logic_types.png
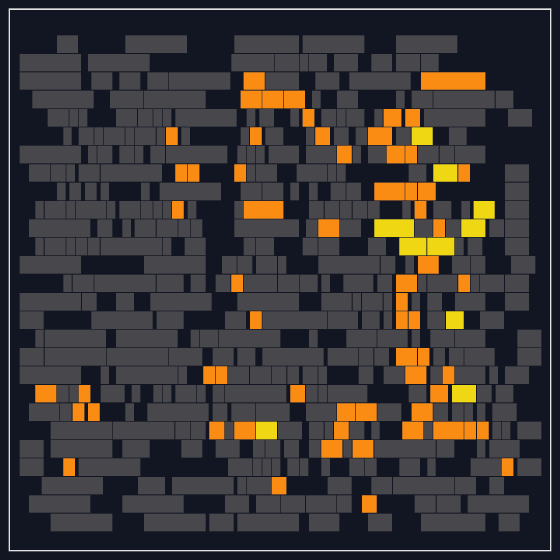
io_fan.png
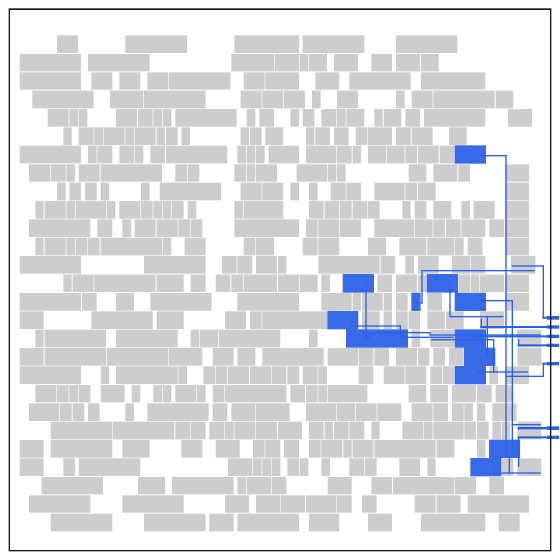
clk_routes.png
The bar under the picture is 20 um long.
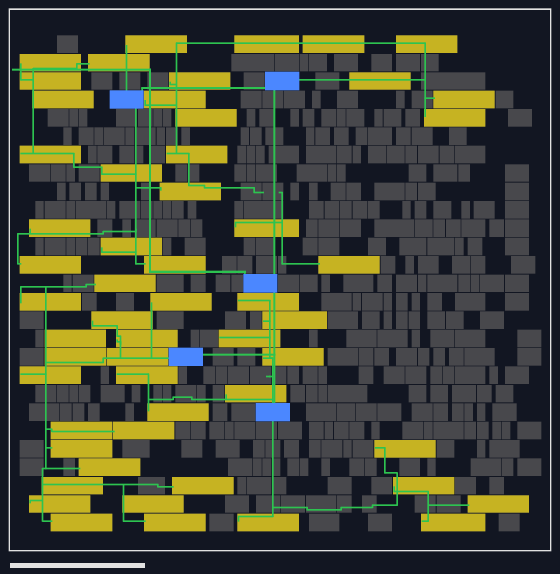
clocks.png
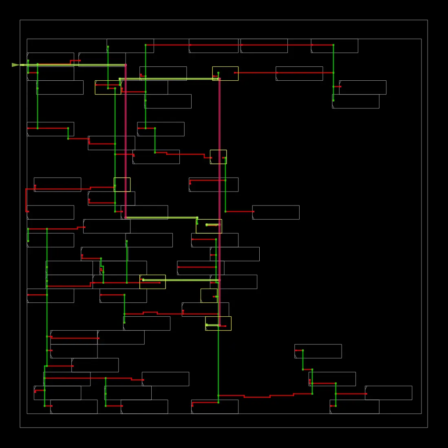
[src/rtl/move_object_ctrl.sv]
// move_object_ctrl
//   Owns the object's top-left position and steps it from the four direction
//   buttons once per move tick. After each tick the block waits SETTLE cycles
//   so the downstream colide_* stages can return flags for the current
//   position, then decides every axis in a single DECIDE cycle.
//
// Ports
//   VGA_clk        in   pixel clock, all logic on posedge
//   reset          in   asynchronous, active-high reset
//   btn_right/left/down/up  in  move requests (asynchronous, active high)
//   tamanho        in   object side length in pixels (7 bits)
//   colisao_max_x  in   +x move blocked
//   colisao_min_x  in   -x move blocked
//   colisao_max_y  in   +y move blocked
//   colisao_min_y  in   -y move blocked
//   xPos           out  object x position (10 bits, registered)
//   yPos           out  object y position (9 bits, registered)
//   moved          out  one-cycle pulse on the cycle the position changes
//   blocked        out  one-cycle pulse when a request was denied
module move_object_ctrl #(
  parameter int TICK_DIV = 250000,
  parameter int STEP     = 1,
  parameter int SETTLE   = 2,
  parameter int X_INIT   = 20,
  parameter int Y_INIT   = 20,
  parameter int X_MAX    = 640,
  parameter int Y_MAX    = 480
) (
  input  logic       VGA_clk,
  input  logic       reset,
  input  logic       btn_right,
  input  logic       btn_left,
  input  logic       btn_down,
  input  logic       btn_up,
  input  logic [6:0] tamanho,
  input  logic       colisao_max_x,
  input  logic       colisao_min_x,
  input  logic       colisao_max_y,
  input  logic       colisao_min_y,
  output logic [9:0] xPos,
  output logic [8:0] yPos,
  output logic       moved,
  output logic       blocked
);

  localparam int CNT_W = (TICK_DIV > 1) ? $clog2(TICK_DIV) : 1;
  localparam int SET_W = $clog2(SETTLE + 1);

  typedef enum logic [1:0] {
    WAIT_TICK,
    SETTLE_ST,
    DECIDE
  } state_t;

  state_t           state;
  logic [CNT_W-1:0] tick_cnt;
  logic             tick;
  logic [SET_W-1:0] settle_cnt;

  // Request bit order everywhere: {up, down, left, right}
  logic [3:0] btn_meta;
  logic [3:0] btn_sync;
  logic [3:0] req_lat;

  // Two-flop synchroniser for the asynchronous buttons
  always_ff @(posedge VGA_clk or posedge reset) begin
    if (reset) begin
      btn_meta <= '0;
      btn_sync <= '0;
    end else begin
      btn_meta <= {btn_up, btn_down, btn_left, btn_right};
      btn_sync <= btn_meta;
    end
  end

  // Free-running move tick divider, independent of the FSM state
  assign tick = (tick_cnt == CNT_W'(TICK_DIV - 1));

  always_ff @(posedge VGA_clk or posedge reset) begin
    if (reset) begin
      tick_cnt <= '0;
    end else if (tick) begin
      tick_cnt <= '0;
    end else begin
      tick_cnt <= tick_cnt + 1'b1;
    end
  end

  // Decision logic: bound checks in 11 bits so neither sum nor compare wraps
  logic [10:0] x_ext, y_ext, right_sum, down_sum;
  logic        req_r, req_l, req_d, req_u;
  logic        right_ok, left_ok, down_ok, up_ok;
  logic        mv_r, mv_l, mv_d, mv_u;
  logic        blk_x, blk_y;
  logic [9:0]  next_x;
  logic [8:0]  next_y;

  assign {req_u, req_d, req_l, req_r} = req_lat;

  assign x_ext     = {1'b0, xPos};
  assign y_ext     = {2'b00, yPos};
  assign right_sum = x_ext + {4'b0000, tamanho} + 11'(STEP);
  assign down_sum  = y_ext + {4'b0000, tamanho} + 11'(STEP);

  assign right_ok = !colisao_max_x && (right_sum <= 11'(X_MAX));
  assign left_ok  = !colisao_min_x && (x_ext >= 11'(STEP));
  assign down_ok  = !colisao_max_y && (down_sum <= 11'(Y_MAX));
  assign up_ok    = !colisao_min_y && (y_ext >= 11'(STEP));

  // Opposite requests on one axis cancel each other and are not "blocked"
  assign mv_r = req_r && !req_l && right_ok;
  assign mv_l = req_l && !req_r && left_ok;
  assign mv_d = req_d && !req_u && down_ok;
  assign mv_u = req_u && !req_d && up_ok;

  assign blk_x = (req_r && !req_l && !right_ok) || (req_l && !req_r && !left_ok);
  assign blk_y = (req_d && !req_u && !down_ok) || (req_u && !req_d && !up_ok);

  assign next_x = mv_r ? (xPos + 10'(STEP)) : (mv_l ? (xPos - 10'(STEP)) : xPos);
  assign next_y = mv_d ? (yPos + 9'(STEP))  : (mv_u ? (yPos - 9'(STEP))  : yPos);

  // Move FSM: latch requests on tick, let the flags settle, then commit once
  always_ff @(posedge VGA_clk or posedge reset) begin
    if (reset) begin
      state      <= WAIT_TICK;
      settle_cnt <= '0;
      req_lat    <= '0;
      xPos       <= 10'(X_INIT);
      yPos       <= 9'(Y_INIT);
      moved      <= 1'b0;
      blocked    <= 1'b0;
    end else begin
      moved   <= 1'b0;
      blocked <= 1'b0;
      case (state)
        WAIT_TICK: begin
          if (tick) begin
            req_lat    <= btn_sync;
            settle_cnt <= '0;
            state      <= SETTLE_ST;
          end
        end
        SETTLE_ST: begin
          if (settle_cnt == SET_W'(SETTLE - 1)) begin
            state <= DECIDE;
          end else begin
            settle_cnt <= settle_cnt + 1'b1;
          end
        end
        DECIDE: begin
          xPos    <= next_x;
          yPos    <= next_y;
          moved   <= mv_r || mv_l || mv_d || mv_u;
          blocked <= blk_x || blk_y;
          state   <= WAIT_TICK;
        end
        default: begin
          state <= WAIT_TICK;
        end
      endcase
    end
  end

endmodule
[config.mk]
export PLATFORM = sky130hd
export DESIGN_NAME = move_object_ctrl
export DESIGN_NICKNAME = d
export VERILOG_FILES = /design/src/rtl/move_object_ctrl.sv
export SDC_FILE = /design/constraint.sdc
export NUM_CORES = 1
export LEC_CHECK = 0
export CAP_MARGIN = 20
export CORE_UTILIZATION = 57
export CTS_BUF_LIST = sky130_fd_sc_hd__clkbuf_4 sky130_fd_sc_hd__clkbuf_8 sky130_fd_sc_hd__clkbuf_16
export CTS_CLUSTER_SIZE = 25
export DETAILED_ROUTE_END_ITERATION = 8
export PLACE_DENSITY = 0.81
export SYNTH_ARGS = -nofsm -noshare
export SYNTH_HDL_FRONTEND = slang
export SYNTH_SLANG_ARGS = --single-unit
[constraint.sdc]
create_clock -name VGA_clk -period 3.54 [get_ports VGA_clk]
set_clock_uncertainty 0.2 [all_clocks]
set_input_delay 0.708 -clock VGA_clk [delete_from_list [all_inputs] [get_ports VGA_clk]]
set_output_delay 0.708 -clock VGA_clk [all_outputs]
set_load 0.02 [all_outputs]
==> flow_summary.json <==
{
  "status": "completed",
  "muxShareOfSynthArea": 0.02172,
  "num-nonclk-buffers": 56,
  "dp_hpwl_mm": 5.797,
  "placed_cell_area_mm2": 0.004031,
  "pwr-share-clk": 0.345,
  "ys_chip_area_mm2": 0.003456,
  "grt_usage": 0.2677,
  "overflow": 0,
  "comb_area_mm2": 0.001979,
  "ff_latch_area_mm2": 0.001381,
  "period_minus_slack_ns": 3.273,
  "ys_sh_simple": 0.2303,
  "leakage_uw": 0.001817,
  "crit_arrival_ns": 3.33,
  "post-place-cells": 489,
  "sw_frac_of_total": 0.2544,
  "grt_pass1_wl_mm": 13.12,
  "ctsHoldBuffers": 0,
  "maxSlewHeadroom": 0.5089,
  "syn-num-nets": 407,
  "hold_class": "flop to flop",
  "utilization": 0.7271,
  "power_frac_seq": 0.574,
  "globalRouteMet1Util": 0.3474,
  "core_mm2": 0.005675,
  "synth.top_cell.area_share": 0.3693,
  "p_seq_uw": 634,
  "die_w_um": 79.87,
  "antenna_found_initial": 0,
  "dp_slack_ns": -0.03568,
  "vias": 2930,
  "cp.depth": 12,
  "drive_gt1_frac": 0.1224,
  "first_global_vias": 2902,
  "setup_viol": 0,
  "sh_seq_area": 0.3347,
  "yosysWarnings": 0,
  "cts_tree": "built",
  "chipHeight_um": 79.87,
  "comb_cells": 288,
  "worst_slack_ns": 0.2672,
  "diodes": 0,
  "wl_per_cell_um": 15.52,
  "synth_flops": 55,
  "switchingPower_uw": 281.1,
  "final-nonclk-buf-share": 0.1243,
  "yosys_most_used_dff": "dfrtp_1",
  "cts.root.buffer_cell": "clkbuf_8",
  "postRouteAntennaNets": 0,
  "route.met3.wl_um": 308,
  "clkSinkCount": 55,
  "yosysTopAreaCell": "dfrtp_1",
  "ys_seq_share": 0.3997,
  "rsz0062_at_grt": "no",
  "highest_layer": "met4",
  "port_buffers": 37,
  "dieArea_mm2": 0.006378,
  "inverters": 18,
  "fillers": 413,
  "worstPathRequired_ns": 3.59,
  "final_cell_mix": "dfrtp_1, nand2_1, clkdlybuf4s50_1",
  "r2r_cells": 9,
  "combAreaFraction": 0.4797
}
## Picture notes: logic_types.png
color	family	cells	most used
yellow	AND-OR and OR-AND gates	10	o221a_2
orange	inverting AOI/OAI gates	63	o21ai_0

## Picture notes: io_fan.png
color	port	bits	direction	edge	end cells	buffers	wire
blue	tamanho	7	input	right	13	7	266 um

## Picture notes: clk_routes.png
[blue] clock drivers | count: 5
[yellow] flip-flops | count: 55
[green] clock wires | length: 690 um
flops lie	spread over the die
routed clock nets	6

## Picture notes: clocks.png
Insertion Delay late pin: 0.32 ns
Layout clock buffers: 5
TritonCTS Buffers: 5
Power Clock: 381 uW
Seq cells: 55

[sequential cells by signal, summed over array words and instances, names as in the netlist]
| signal | count |
|---|---|
| btn_sync | 4 |
| settle_cnt | 2 |
| btn_meta | 4 |
| state | 2 |
| xPos | 10 |
| tick_cnt | 18 |
| yPos | 9 |
| blocked | 1 |
| req_lat | 4 |
| moved | 1 |
[cell usage after synthesis (2+ instances only)]
master     number
a32oi_1         2
o311ai_0        2
nor3_1         10
mux2_2          4
nand2b_1        5
o21ai_0        17
mux2i_1         3
a211oi_2        2
o311ai_1        2
a31oi_1         6
inv_1          18
o22ai_1         2
o21bai_1        2
nor4_1          6
nor2b_1         8
o221a_2         2
a21oi_1        12
nand4_1         5
o41ai_1         3
or3_1           6
dfrtp_1        51
a211oi_1        2
ha_1           22
nand3_1        14
o32ai_1         2
clkbuf_1        6
xnor2_1        20
and3_1         13
or4_1           2
nand2_1        39
xor2_1         12
nor2_1         32
nor4b_1         2
a2111oi_0       2
and2_1          3
dfstp_2         4
[logic make-up after synthesis]
logic type | Yosys count
compound gates | 73
flops | 55
buf+inv | 25
simple gates | 154
xor+xnor | 32
fa+ha+maj | 22
mux | 7
[worst paths after layout]
check,startpoint,slack (ns),endpoint
hold / removal,btn_meta[3]$_DFF_PP0_,0.16,btn_sync[3]$_DFF_PP0_
min in group asynchronous,reset,0.67,xPos[6]$_DFFE_PP0P_
setup / recovery,tamanho[0],0.27,xPos[1]$_DFFE_PP0P_
max in group asynchronous,reset,2.01,tick_cnt[6]$_DFF_PP0_
setup reg to reg,yPos[2]$_DFFE_PP1P_,0.47,yPos[5]$_DFFE_PP0P_
hold reg to reg,btn_meta[3]$_DFF_PP0_,0.16,btn_sync[3]$_DFF_PP0_
No activity file was given, so power comes from the tool's default toggle rates.
